Fig. 1: run 1, clock nets
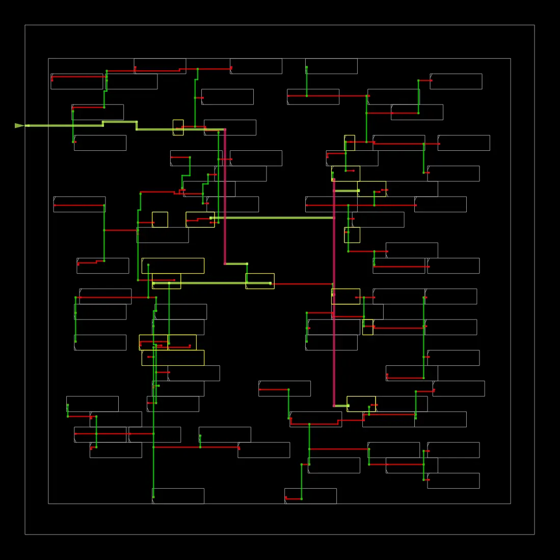
Fig. 2: run 1, signal wires on met2
(4 px per um) Cells faint in the background.
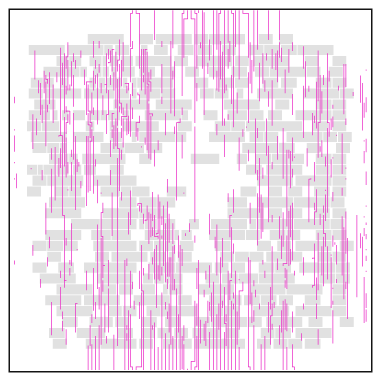
Fig. 3: run 1, close-up of the layout
Window x 58 to 78, y 58 to 78 um. Cells in grey, sequential cells in the stronger grey; small squares are vias.
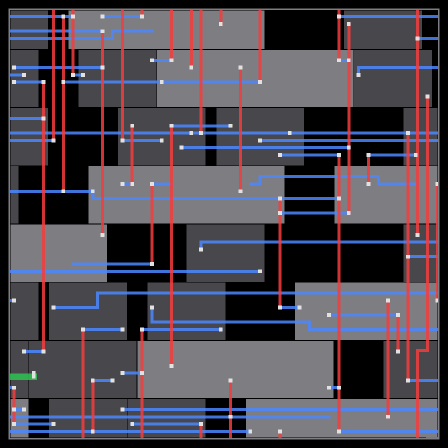
Fig. 4: run 1, I/O nets highlighted
(4 px per um)
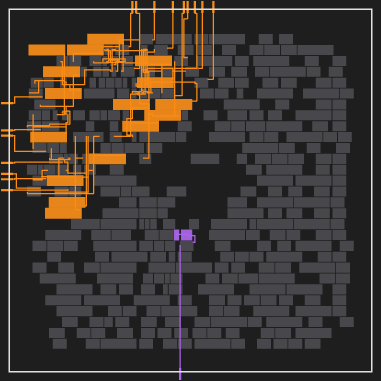
Design mem_stall_ctrl_flat, sky130hd; sources not shown.
==> flow_summary_export.csv, run 1 <==
group,metric,value,unit
clock_tree,postCtsSetupBuffers,0,
synth,top_area_frac,0.594,
critical_path,reg2reg_slack,590,ps
clock_tree,clkTransAtPathRegs,70,ps
pwr,p_clk_frac,0.150,
synth,ys_cells,201,
critical_path,path_class,"flop to output port",
layout,area_growth,53.2,%
timing,rsz0062_at_grt,"no",
timing,fin_ws,363,ps
pwr,p_leak,1.93,nW
synth,yosys.area_share.aoi,0.0280,
floorplanning,dieWidth,90.3,um
pwr,top_power_group,"combinational cells",
global_route,grt_overflow,0,
run_status,status,"completed",
floorplanning,fp_util,0.450,
pwr,p_per_area,1390,nW/um2
synth,synthTopCellsByArea,"dfrtp_1 59%, mux2_2 19%, xor2_1 3.9%, ha_1 2.2%, nor3_1 1.2%",
pwr,p_sw,2.83,mW
global_route,grt_max_degree,70,
synth,async_flop_share,1.00,
synth,xor_area_frac,0.0452,
pwr,powerSeq,1.82,mW
layout,num-fill-cells,468,
detailed_routing,drc,0,
timing,hold-worst-slack,402,ps
detailed_routing,avgRoutedWirePerCell,16.4,um
Back to the opening pictures, Fig. 1:
clock buffer count from CTS: 9
# clock sinks: 69
Layout clock buffers: 9
seq_cells: 69
Clk. pwr: 0.932 mW

Back to the opening pictures, Fig. 2:
nets with wire on the layer = 366
main direction = vertical
share of all routed wire = 52%
wire length on this layer = 3560 um
longest straight run = 46.9 um
met2 GRT Util: 0.304
Routed WL: 6810 um

Back to the opening pictures, Fig. 3:
red -> metal 2
blue -> metal 1
green -> metal 3
sequential cells in the window = 7
most frequent = clkdlybuf4s50_1 (7), dfrtp_1 (7), mux2_2 (3)
cells with their middle in the window = 19

Back to the opening pictures, Fig. 4:
orange -> bus_stall_cnt  # bits 16, direction output, edge 9 top, 7 left, end cells 16, buffers 16, wire 749 um
purple -> bus_mem_done  # bits 1, direction input, edge bottom, end cells 2, buffers 1, wire 38.7 um
Ports: 122
IO Port Bufs: 121

## run 1: synth_stat cells (2+ instances only)
cell type	number
buf_4	3
dfrtp_1	69
nand4_1	3
o21ai_0	2
nand3_1	4
inv_1	5
nor4b_1	3
xor2_1	13
mux2_2	48
ha_1	5
nand3b_1	2
nor2_1	2
nor4_1	5
nand2_1	7
nor3_1	7
xnor2_1	2
## run 1: layout by cell type, fill, tap and decap left out, types with 2 or more instances in the layout
cell type | netlist | routed
buf_12 | 0 | 2
buf_4 | 3 | 4
bufinv_16 | 0 | 2
clkbuf_8 | 0 | 9
clkdlybuf4s50_1 | 0 | 119
clkinv_2 | 0 | 3
clkinvlp_4 | 0 | 2
dfrtp_1 | 69 | 69
ha_1 | 5 | 5
inv_1 | 5 | 5
mux2_2 | 48 | 48
nand2_1 | 7 | 7
nand3_1 | 4 | 4
nand3b_1 | 2 | 2
nand4_1 | 3 | 3
nor2_1 | 2 | 2
nor3_1 | 7 | 7
nor4_1 | 5 | 5
nor4b_1 | 3 | 3
o21ai_0 | 2 | 2
xnor2_1 | 2 | 2
xor2_1 | 13 | 13
## run 1: critical path: stages (launching register included)
cell	delay, ps
dfrtp_1	370
inv_1	90
ha_1	260
o21a_1	140
o31ai_2	190
buf_4	250
inv_1	60
buf_4	180
## run 1: cell type report
class	instances	area, um2	share of cell area
Sequential cell	69	1730	0.387
Timing Repair Buffer	127	1280	0.286
Multi-Input combinational cell	122	1130	0.253
Clock buffer	9	124	0.0278
Tap cell	77	96.3	0.0216
Clock inverter	7	90.1	0.0202
Inverter	5	18.8	0.00421
## run 1: cells by family after synthesis
group,Yosys count
flops,69
mux,50
simple gates,42
xor+xnor,15
compound gates,10
buf+inv,10
fa+ha+maj,5
Fig. 5: run 1, signal wires by layer
(6 px per um) Two of the layers only.
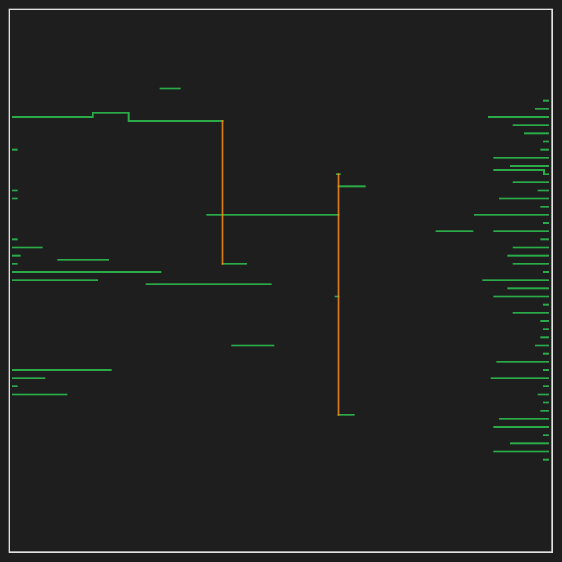

==> inputs of run 2 (changes only) <==
--- a/config.mk
+++ b/config.mk
@@ -11,7 +11,7 @@
 export CTS_CLUSTER_DIAMETER = 50
 export DETAILED_ROUTE_END_ITERATION = 8
 export GPL_ROUTABILITY_DRIVEN = 1
-export PLACE_DENSITY = 0.86
+export PLACE_DENSITY = 0.83
 export SLEW_MARGIN = 25
 export SYNTH_ARGS = -nofsm -noshare
 export SYNTH_HDL_FRONTEND = slang
Fig. 6: run 2, signal wires by layer
(6 px per um) Two of the layers only.
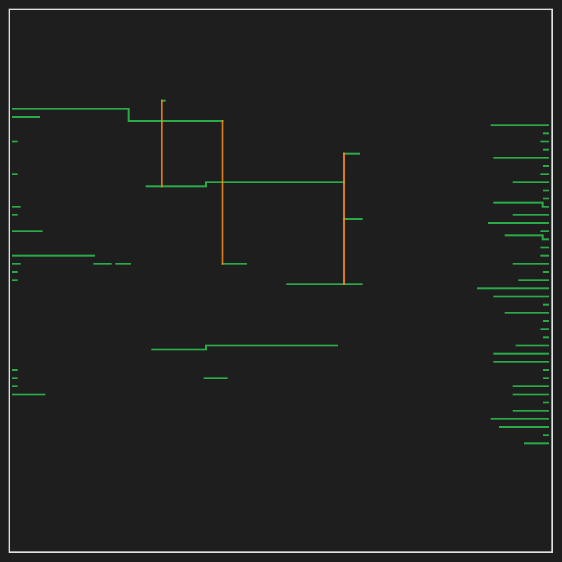
green -> metal 3  # wire length 342 um
orange -> metal 4  # wire length 59.8 um
Routed WL: 6650 um
routed vias: 2090

Fig. 7: run 2, close-up of the layout
Window x 58 to 78, y 58 to 78 um. Cells in grey, sequential cells in the stronger grey; small squares are vias.
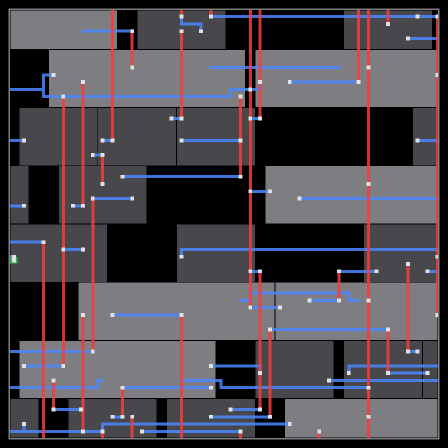
blue -> metal 1
green -> metal 3
red -> metal 2
most frequent = dfrtp_1 (8), mux2_2 (6), clkdlybuf4s50_1 (6)
cells with their middle in the window = 22
sequential cells in the window = 8

==> flow_summary_export.csv, run 2 <==
group,metric,value,unit
timing,tightestPinTransition,853,ps
synth,yosys_register_bits,69,
job,drv_cap,0,
clock_tree,clkTransAtPathRegs,70,ps
critical_path,max_stage_delay,380,ps
timing,maxSlewViolCount,0,
critical_path,reg2reg_slack,560,ps
critical_path,cp-end-kind,"output port",
synth,ys_area,2910,um2
critical_path,worst_path_max_delay_cell,"dfrtp_1",
synth,ys.flop_type,"dfrtp_1",
critical_path,path_depth,7,
timing,rsz0062_at_grt,"no",
clock_tree,cts_made_buffers,9,
layout,mostFrequentLayoutCells,"119 x clkdlybuf4s50_1, 69 x dfrtp_1, 48 x mux2_2",
synth,synthMostInstantiatedCell,"dfrtp_1",
critical_path,crit_path_start_kind,"flop",
clock_tree,clock_sinks,69,
synth,synthTopCellsByArea,"dfrtp_1 59%, mux2_2 19%, xor2_1 3.9%, ha_1 2.2%, nor3_1 1.2%",
synth,top_area_frac,0.594,
global_route,grt_use_total,0.171,
job,tool_warnings,29,
place,port_buffers,121,
pwr,p_per_area,1410,nW/um2
floorplanning,fp_util,0.450,
global_route,grt_max_degree,70,
critical_path,crit_family,"buffers and inverters",
critical_path,cp_cell_sequence,"inv_1, ha_1, o21a_1, o31ai_2, buf_4, inv_1, buf_4",
synth,syn-num-nets,260,
detailed_routing,avgRoutedWirePerCell,16.1,um
critical_path,path_class,"flop to output port",
layout,area_growth,52.6,%
floorplanning,dieWidth,90.3,um
clock_tree,postCtsSetupBuffers,0,
global_route,grt_overflow,0,
critical_path,path_buffers,4,
layout,lay_top_count,"clkdlybuf4s50_1",
synth,ys_cells,201,
floorplanning,ioPinCount,122,
timing,hold-worst-slack,64.0,ps
run_status,status,"completed",
Fig. 8: run 2, signal wires on met2
(4 px per um) Cells faint in the background.
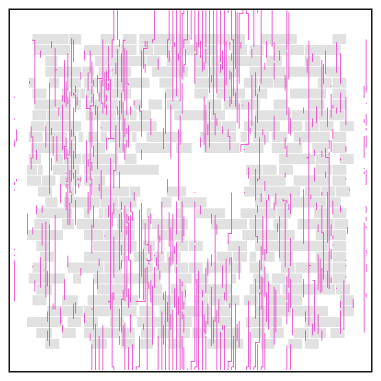
wire length on this layer = 3380 um
main direction = vertical
met2 GRT Util: 0.284

run 2: cell counts after synthesis:
Identical to the previous run, type by type.
run 2: cell type report:
class | instances | area (um2)
fillers | 487 | 2020
flip-flops and latches | 69 | 1730
repair buffers | 125 | 1250
multi-input cells | 122 | 1130
clock buffers | 12 | 155
well taps | 77 | 96.3
clock inverters | 4 | 70.1
inverters | 5 | 18.8
run 2: cells by family after synthesis:
| group | Yosys count | share of synthesized area |
|---|---|---|
| compound gates | 10 | 0.0280 |
| mux | 50 | 0.195 |
| simple gates | 42 | 0.0976 |
| fa+ha+maj | 5 | 0.0215 |
| buf+inv | 10 | 0.0194 |
| xor+xnor | 15 | 0.0452 |
| flops | 69 | 0.594 |
run 2: worst register-to-register path: stages (launching register included):
cell and delay (ps):
dfrtp_1 400, inv_1 120, ha_1 250, o21a_1 170, o31ai_2 60, buf_4 190, nor3_1 260, mux2_2 370
run 2: power breakdown:
group / switching (mW) / internal (mW)
logic: 2.16 / 1.30
registers: 0.265 / 1.54
clock network: 0.389 / 0.595
run 2: through the flow:
step	util	std cells	area, um2	setup WS [ps]	power (mW)
CTS	0.687	414	4440	369	6.31
global placement	0.652	398	4210	539	5.24
floorplan	-	201	2910	428	4.11
global route	0.687	414	4440	210	6.55
finish	0.687	414	4440	376	6.25
detailed placement	0.652	398	4210	529	5.31
run 2: metal layers:
metal	wire [um]	track usage	vias to the layer above	share of wire
li1	-	-	987	-
met1	2870	0.217	1025	0.43
met2	3380	0.284	70	0.51
met3	342	0.0542	8	0.051
met4	59	0.0421	0	0.0089
met5	0	0	-	0
Power is estimated from default activity; no workload was simulated.
